`config.mk`:
```
export PLATFORM = sky130hd
export DESIGN_NAME = prng_word_buffer_flat
export DESIGN_NICKNAME = d
export VERILOG_FILES = /design/src/rtl/prng_pkg.sv /design/src/rtl/prng_word_buffer_if.sv /design/src/rtl/prng_word_fifo.sv /design/src/rtl/prng_word_buffer.sv /design/src/flat_wrapper.sv
export SDC_FILE = /design/constraint.sdc
export NUM_CORES = 1
export LEC_CHECK = 0
export CAP_MARGIN = 20
export CELL_PAD_IN_SITES_DETAIL_PLACEMENT = 1
export CELL_PAD_IN_SITES_GLOBAL_PLACEMENT = 2
export CORE_MARGIN = 4
export CORE_UTILIZATION = 35
export DETAILED_ROUTE_END_ITERATION = 10
export GPL_TIMING_DRIVEN = 1
export PLACE_DENSITY = 0.71
export SLEW_MARGIN = 25
export SYNTH_ARGS = -nofsm -noshare
export SYNTH_HDL_FRONTEND = slang
export SYNTH_SLANG_ARGS = --single-unit
```
`constraint.sdc`:
```
create_clock -name clk -period 8.5 [get_ports clk]
set_clock_uncertainty 0.05 [all_clocks]
set_input_delay 1.275 -clock clk [delete_from_list [all_inputs] [get_ports clk]]
set_output_delay 1.275 -clock clk [all_outputs]
set_load 0.05 [all_outputs]
```
`src/rtl/prng_pkg.sv`:
```
// Shared defaults for the prng word buffer: parameter constants and a level-width helper.
// Optional feature macro used by the buffer: PRNG_BUF_STATS_EN.
package prng_pkg;

  localparam int PRNG_IN_BITS   = 2;
  localparam int PRNG_WORD_BITS = 16;
  localparam int PRNG_DEPTH     = 4;

  // Counter width able to hold 0..depth inclusive.
  function automatic int lvl_width(input int depth);
    return $clog2(depth) + 1;
  endfunction

endpackage

```
`src/rtl/prng_word_buffer_if.sv`:
```
// Word-side valid/ready interface of the prng word buffer, plus occupancy level.
interface prng_word_buffer_if
  import prng_pkg::*;
#(
  parameter int WORD_BITS = PRNG_WORD_BITS,
  parameter int LVL_BITS  = lvl_width(PRNG_DEPTH)
) ();

  logic [WORD_BITS-1:0] word;
  logic                 word_valid;
  logic                 word_ready;
  logic [LVL_BITS-1:0]  level;

  modport master (output word, output word_valid, output level, input word_ready);
  modport slave  (input word, input word_valid, input level, output word_ready);

endinterface

```
`src/rtl/prng_word_fifo.sv`:
```
// Synchronous word FIFO with flush; read data is forced to zero while empty.
module prng_word_fifo
  import prng_pkg::*;
#(
  parameter int WORD_BITS = PRNG_WORD_BITS,
  parameter int DEPTH     = PRNG_DEPTH
) (
  input  logic                         clk,
  input  logic                         rst_n,
  input  logic                         push,
  input  logic                         pop,
  input  logic                         flush,
  input  logic [WORD_BITS-1:0]         wdata,
  output logic [WORD_BITS-1:0]         rdata,
  output logic                         full,
  output logic                         empty,
  output logic [lvl_width(DEPTH)-1:0]  level
);

  localparam int PTR_BITS = $clog2(DEPTH);
  localparam int LVL_BITS = lvl_width(DEPTH);

  logic [WORD_BITS-1:0] mem_q [DEPTH];
  logic [WORD_BITS-1:0] mem_d [DEPTH];
  logic [LVL_BITS-1:0]  wr_cnt_q, wr_cnt_d;
  logic [LVL_BITS-1:0]  rd_cnt_q, rd_cnt_d;
  logic                 push_ok_s;
  logic                 pop_ok_s;

  assign level     = wr_cnt_q - rd_cnt_q;
  assign empty     = (level == {LVL_BITS{1'b0}});
  assign full      = (level == LVL_BITS'(DEPTH));
  // A pop on the same edge frees the slot a push into a full FIFO needs.
  assign push_ok_s = push & (~full | pop);
  assign pop_ok_s  = pop & ~empty;
  assign rdata     = empty ? {WORD_BITS{1'b0}} : mem_q[rd_cnt_q[PTR_BITS-1:0]];

  // Next-state for storage and the full-width read/write counters.
  always_comb begin
    mem_d    = mem_q;
    wr_cnt_d = wr_cnt_q;
    rd_cnt_d = rd_cnt_q;
    if (flush) begin
      wr_cnt_d = {LVL_BITS{1'b0}};
      rd_cnt_d = {LVL_BITS{1'b0}};
    end else begin
      if (push_ok_s) begin
        mem_d[wr_cnt_q[PTR_BITS-1:0]] = wdata;
        wr_cnt_d = wr_cnt_q + LVL_BITS'(1);
      end else begin
        wr_cnt_d = wr_cnt_q;
      end
      if (pop_ok_s) begin
        rd_cnt_d = rd_cnt_q + LVL_BITS'(1);
      end else begin
        rd_cnt_d = rd_cnt_q;
      end
    end
  end

  // FIFO state registers.
  always_ff @(posedge clk or negedge rst_n) begin
    if (!rst_n) begin
      for (int i = 0; i < DEPTH; i++) begin
        mem_q[i] <= {WORD_BITS{1'b0}};
      end
      wr_cnt_q <= {LVL_BITS{1'b0}};
      rd_cnt_q <= {LVL_BITS{1'b0}};
    end else begin
      mem_q    <= mem_d;
      wr_cnt_q <= wr_cnt_d;
      rd_cnt_q <= rd_cnt_d;
    end
  end

endmodule

```
`src/rtl/prng_word_buffer.sv`:
```
// Packs an IN_BITS-per-cycle random stream into WORD_BITS words and buffers them in a FIFO.
// Define PRNG_BUF_STATS_EN to add the saturating drop_cnt port.
module prng_word_buffer
  import prng_pkg::*;
#(
  parameter int IN_BITS   = PRNG_IN_BITS,
  parameter int WORD_BITS = PRNG_WORD_BITS,
  parameter int DEPTH     = PRNG_DEPTH
`ifdef PRNG_BUF_STATS_EN
  ,
  parameter int DROP_BITS = 8
`endif
) (
  input  logic                 clk,
  input  logic                 rst_n,
  input  logic [IN_BITS-1:0]   random,
  input  logic                 enable,
  input  logic                 flush,
`ifdef PRNG_BUF_STATS_EN
  output logic [DROP_BITS-1:0] drop_cnt,
`endif
  prng_word_buffer_if.master   bus
);

  localparam int BEATS    = WORD_BITS / IN_BITS;
  localparam int CNT_BITS = $clog2(BEATS);
  localparam int PTR_BITS = $clog2(DEPTH);
  localparam int LVL_BITS = PTR_BITS + 1;
  localparam int ASM_BITS = WORD_BITS - IN_BITS;

  logic [ASM_BITS-1:0]  asm_q, asm_d;
  logic [CNT_BITS-1:0]  cnt_q, cnt_d;
  logic [WORD_BITS-1:0] full_word_s;
  logic                 last_beat_s;
  logic                 push_s;
  logic                 pop_s;
  logic                 fifo_full_s;
  logic                 fifo_empty_s;
  logic [LVL_BITS-1:0]  fifo_level_s;

  assign full_word_s = {asm_q, random};
  assign last_beat_s = enable & (cnt_q == CNT_BITS'(BEATS - 1));
  assign push_s      = last_beat_s & ~flush;
  assign pop_s       = bus.word_ready & ~flush;

  // Assembler shift register and beat counter; flush wins over enable.
  always_comb begin
    asm_d = asm_q;
    cnt_d = cnt_q;
    if (flush) begin
      asm_d = {ASM_BITS{1'b0}};
      cnt_d = {CNT_BITS{1'b0}};
    end else if (enable) begin
      asm_d = full_word_s[ASM_BITS-1:0];
      cnt_d = last_beat_s ? {CNT_BITS{1'b0}} : cnt_q + CNT_BITS'(1);
    end else begin
      asm_d = asm_q;
      cnt_d = cnt_q;
    end
  end

  // Assembler state registers.
  always_ff @(posedge clk or negedge rst_n) begin
    if (!rst_n) begin
      asm_q <= {ASM_BITS{1'b0}};
      cnt_q <= {CNT_BITS{1'b0}};
    end else begin
      asm_q <= asm_d;
      cnt_q <= cnt_d;
    end
  end

  prng_word_fifo #(
    .WORD_BITS (WORD_BITS),
    .DEPTH     (DEPTH)
  ) u_fifo (
    .clk   (clk),
    .rst_n (rst_n),
    .push  (push_s),
    .pop   (pop_s),
    .flush (flush),
    .wdata (full_word_s),
    .rdata (bus.word),
    .full  (fifo_full_s),
    .empty (fifo_empty_s),
    .level (fifo_level_s)
  );

  assign bus.word_valid = ~fifo_empty_s;
  assign bus.level      = fifo_level_s;

`ifdef PRNG_BUF_STATS_EN
  logic                 drop_s;
  logic [DROP_BITS-1:0] drop_q, drop_d;

  // A full FIFO is non-empty, so word_ready alone tells whether a slot frees up.
  assign drop_s   = push_s & fifo_full_s & ~bus.word_ready;
  assign drop_cnt = drop_q;

  // Saturating drop counter, cleared only by reset.
  always_comb begin
    if (drop_s && !(&drop_q)) begin
      drop_d = drop_q + DROP_BITS'(1);
    end else begin
      drop_d = drop_q;
    end
  end

  // Drop counter register.
  always_ff @(posedge clk or negedge rst_n) begin
    if (!rst_n) begin
      drop_q <= {DROP_BITS{1'b0}};
    end else begin
      drop_q <= drop_d;
    end
  end
`endif

endmodule
```
`src/flat_wrapper.sv`:
```
// flat-port wrapper written by rule: the top's interface ports become plain ports
module prng_word_buffer_flat import prng_pkg::*;
#(
  parameter int IN_BITS   = PRNG_IN_BITS,
  parameter int WORD_BITS = PRNG_WORD_BITS,
  parameter int DEPTH     = PRNG_DEPTH

)
  (clk, rst_n, random, enable, flush, bus_word, bus_word_valid, bus_level, bus_word_ready);
  prng_word_buffer_if #(.WORD_BITS(WORD_BITS)) bus_i ();
  input  logic clk;
  input  logic rst_n;
  input  logic [IN_BITS-1:0] random;
  input  logic enable;
  input  logic flush;
  output wire logic [$bits(bus_i.word)-1:0] bus_word;
  output wire logic [$bits(bus_i.word_valid)-1:0] bus_word_valid;
  output wire logic [$bits(bus_i.level)-1:0] bus_level;
  input wire logic [$bits(bus_i.word_ready)-1:0] bus_word_ready;
  assign bus_word = bus_i.word;
  assign bus_word_valid = bus_i.word_valid;
  assign bus_level = bus_i.level;
  assign bus_i.word_ready = bus_word_ready;
  prng_word_buffer #(.IN_BITS(IN_BITS), .WORD_BITS(WORD_BITS), .DEPTH(DEPTH)) u_core (.clk(clk), .rst_n(rst_n), .random(random), .enable(enable), .flush(flush), .bus(bus_i));
endmodule
```
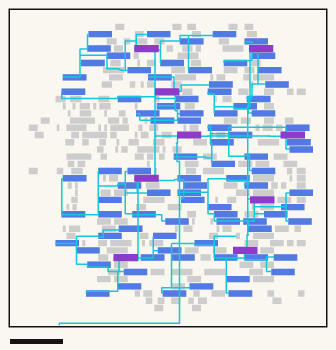
Run 1: clock network drawn from the DEF
The bar under the picture is 20 um long.
flip-flops: marked blue, count 87. clock drivers: marked purple, count 9. clock wires: marked cyan, length 1230 um.
There are 10 routed clock nets.

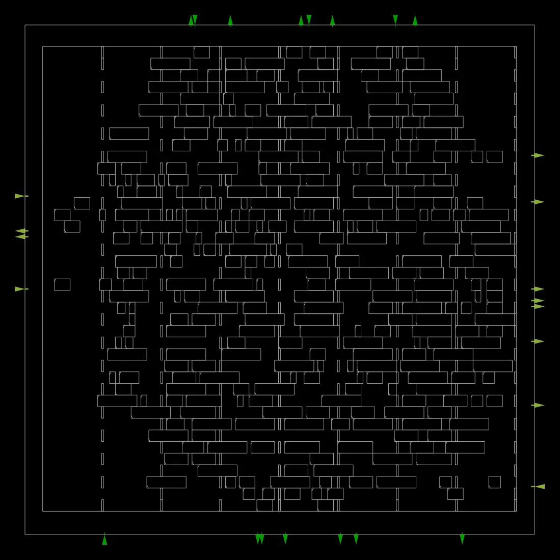
Run 1: cell placement
post-route insts no fill: 487
flip-flop and latch count: 87
Seq/total area: 43.3%

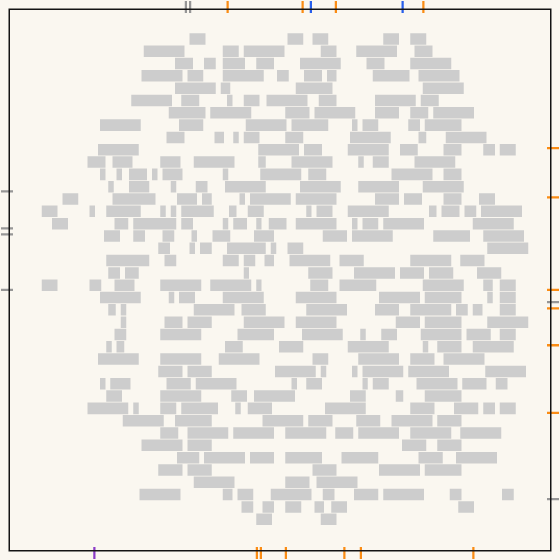
Run 1: pin map
Pins as bars across the die edge, other pins in grey.
random: marked blue, pins 2, direction input, edge top. clk: marked purple, pins 1, direction input, edge bottom. bus_word: marked orange, pins 16, direction output, edge 6 right, 6 bottom, 4 top.
All pins by edge: 8 top, 8 right, 7 bottom, 4 left.

## run 1: worst max-delay path: cells and delay by family (launching register included)
| family | cells | cell delay, ns |
|---|---|---|
| adders and majority gates | 1 | 0.59 |
| and+or+nand+nor | 3 | 0.68 |
| DFF | 1 | 0.97 |
| buffers and inverters | 2 | 1.02 |
## run 1: metrics by stage
step / total power (W) / util (%) / instances / hold WS [ns] / setup WS, ns
floorplan: 0.000602 / - / 284 / 0.397 / 4.29
global placement: 0.000688 / 39.3 / 471 / 0.421 / 3.89
detailed placement: 0.000688 / 39.3 / 471 / 0.427 / 3.88
CTS: 0.00107 / 41.6 / 487 / 0.439 / 3.46
global route: 0.00111 / 41.6 / 487 / 0.470 / 3.33
finish: 0.00104 / 41.6 / 487 / 0.435 / 3.57
==> reports/metrics.cfg, run 1 <==
[run_status]
outcome = completed

[floorplan]
io_pins = 27
core_area_sq_um = 12100
floorplan.core_util_pct = 35.9
rows = 40
die_h_um = 119
dieArea_sq_um = 14200

[critical_path]
rr_worst_depth = 5
required_ns = 7.17
startpoint_type = flip-flop
cp-startpoint = u_core.u_fifo.rd_cnt_q[1]
rr_endpoint = u_core.u_fifo.mem_q[47]
endpoint = bus_word[1]
path_class = reg -> out
cp.arrival_ns = 3.61
cp_slowest_cell = dfrtp_1
crit_path_max_fanout = 19

[synth]
ys_seq_elements = 87
ys_cells = 284
synthXorXnorAreaFrac_pct = 0.549
synthArstFlopShare_pct = 100
synthDistinctLibCells = 32
ys_sh_mux_pct = 33.0
yosys_warnings = 0
syn-cell-area_sq_um = 4330
synth_seq_share_pct = 50.2
edf_count = 0
synthCells = 284
top_cell = dfrtp_1
synthTopCellsByArea = dfrtp_1 (50%), mux2_4 (14%), mux4_2 (8.3%)
compound_area_share_pct = 3.64
ys_sh_simple_pct = 6.06

[timing]
fmax_ghz = 0.203
fin_crit_ns = 4.93
slew_viol_final = 0
fin_tns_setup_ns = 0
setup_viol = 0

[detailed_routing]
drt-initial-drc-count = 89
wl_met3_um = 185
drc = 0
top_layer_used = met4
via_per_inst = 4.85

[clock_network]
cts_hold_buffers = 0
cts_max_path_buffers = 2
post_cts_buffers = 0
cts_sinks = 87
cts-resized-gates = 0
cts_tree = built
cts_made_buffers = 9

[pwr]
power.switching_w = 0.000332
top_power_group = sequential cells
p_sw_share_pct = 31.7
p_comb_share_pct = 23.3
p_per_area_nw_per_um2 = 208

[final_layout]
nClkBuffers = 12
comb_area_sq_um = 2000
regArea_sq_um = 2180
syn_to_final_growth_pct = 15.9
clk_share_pct = 5.51
inv_count = 10
logic_gates = 171
largest_register = u_core.u_fifo.mem_q
largest_reg_flops = 64
drive_gt1_share_pct = 35.4
final_cell_mix = dfrtp_1 (87), mux2_4 (39), mux2_2 (28), clkdlybuf4s50_1 (25), nor2_1 (21)

[global_routing]
grt_pass1_vias = 2655
grt_max_degree = 61
grt.busiest_layer = met2
grt_pass1_wl_mm = 14.8
gr-usage-all-layers_pct = 13.9
overflow = 0

[placed_design]
place_area_sq_um = 4750
post-dp-hpwl_mm = 5.36
gp_congestion = 0.703

[hold_path]
hold_end = u_core.u_fifo.wr_cnt_q[2]
hold_class = reg -> reg

Run 1, met3 routing:
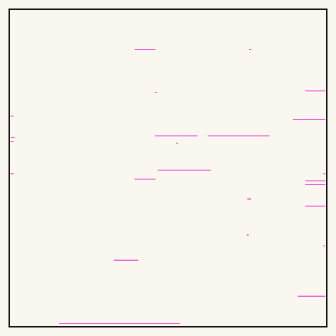

==> run 2: changes to the inputs <==
==> constraint.sdc (replaced) <==
create_clock -name clk -period 4.6 [get_ports clk]
set_clock_uncertainty 0.05 [all_clocks]
set_input_delay 0.69 -clock clk [delete_from_list [all_inputs] [get_ports clk]]
set_output_delay 0.69 -clock clk [all_outputs]
set_load 0.05 [all_outputs]
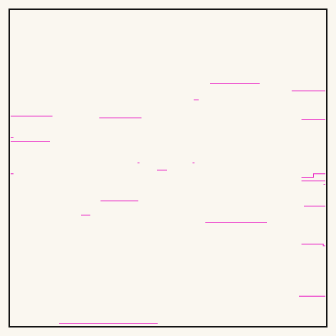
Run 2: met3 routing
15 nets have wire on it. The wires run mostly horizontal. The longest straight run is 37.0 um. The layer carries 215 um of wire. The layer holds 2.4% of the routed length.

==> run 2 against run 1 <==
Critical path depth unchanged; sequential power up 82%; clock power up 89%; wire length up 1.0%; global-route usage down 0.20 points; via count about the same; total power up 87%; synthesized cell count unchanged; largest power group unchanged.
==> reports/metrics.cfg, run 2 <==
[global_routing]
grt_pass1_vias = 2709  ; +2.0%
overflow = 0  ; unchanged
grt_pass1_wl_mm = 15.1  ; +1.4%
grt.busiest_layer = met2
gr-usage-all-layers_pct = 13.7  ; -0.20 points
grt_max_degree = 88  ; +44%

[final_layout]
nClkBuffers = 13  ; +1
comb_area_sq_um = 2000  ; unchanged
largest_reg_flops = 64  ; unchanged
seq_cell_count = 87  ; unchanged
regArea_sq_um = 2180  ; unchanged
logic_gates = 171  ; unchanged
seq_share_pct = 43.6  ; +0.25 points
inv_count = 10  ; unchanged
clk_share_pct = 5.74  ; +0.23 points
largest_register = u_core.u_fifo.mem_q
fin_cells = 487  ; unchanged
syn_to_final_growth_pct = 15.2
final_cell_mix = dfrtp_1 (87), mux2_4 (39), mux2_2 (28), buf_4 (26), nor2_1 (21)

[critical_path]
endpoint = bus_level[2]
rr_endpoint = u_core.u_fifo.mem_q[63]
cp_top_family = buffers and inverters
rr_worst_depth = 7  ; +2
cp.depth = 6  ; unchanged
cp_slowest_cell = clkdlybuf4s50_1
cp.arrival_ns = 2.75  ; -0.86 ns
path_class = reg -> out
startpoint_type = flip-flop
crit_path_max_fanout = 9  ; -10
required_ns = 3.86  ; -3.31 ns
cp-startpoint = u_core.u_fifo.wr_cnt_q[0]

[floorplan]
core_area_sq_um = 12100  ; unchanged
rows = 40  ; unchanged
floorplan.core_util_pct = 35.9  ; unchanged

[synth]
synthDistinctLibCells = 32  ; unchanged
synthTopCellsByArea = dfrtp_1 (50%), mux2_4 (14%), mux4_2 (8.3%)
synthCells = 284  ; unchanged
yosys_warnings = 0  ; unchanged
ys_cells = 284  ; unchanged
synthArstFlopShare_pct = 100  ; unchanged
synth_seq_share_pct = 50.2  ; unchanged
top_cell = dfrtp_1

[detailed_routing]
top_layer_used = met4
wl_met3_um = 215  ; +16%
drt-initial-drc-count = 131  ; +47%
drc = 0  ; unchanged

[clock_network]
cts_hold_buffers = 0  ; unchanged
cts_tree = built
post_cts_buffers = 0  ; unchanged
cts_made_buffers = 9  ; unchanged

[pwr]
p_per_area_nw_per_um2 = 390  ; +88%
total_power_w = 0.00195  ; +87%

[timing]
slew_viol_final = 0  ; unchanged
holdWs_ns = 0.345  ; -0.0901 ns
fin_tns_setup_ns = 0  ; unchanged
fin_crit_ns = 3.49

[placed_design]
dp.cells = 471  ; unchanged
gp_congestion = 0.685  ; -2.6%
dp_worst_setup_slack_ns = 1.45  ; -2.43 ns
place_area_sq_um = 4710  ; -0.82%

[run_status]
outcome = completed

[hold_path]
hold_class = in -> async

run 2: cell types whose count changed in the layout (fill, tap and decap cells not counted), sizes merged:
cell | previous run | this run
clkinv | 4 | 2
inv | 10 | 11
clkbuf | 12 | 13
clkdlybuf4s50 | 25 | 8
buf | 10 | 27
run 2: logic make-up after synthesis:
logic type,share of synthesized area [%]
compound gates,3.64
xor+xnor,0.549
fa+ha+maj,2.77
buf+inv,3.70
flops,50.2
mux,33.0
simple gates,6.06
run 2: power breakdown:
part	internal [W]	switching [W]	leakage [nW]	total [W]
Sequential	0.000774	0.00000851	1.21	0.000782
Combinational	0.000149	0.000315	1.19	0.000464
Clock	0.000400	0.000303	0.140	0.000703
Total	0.00132	0.000627	2.54	0.00195
Power is estimated from default activity; no workload was simulated.
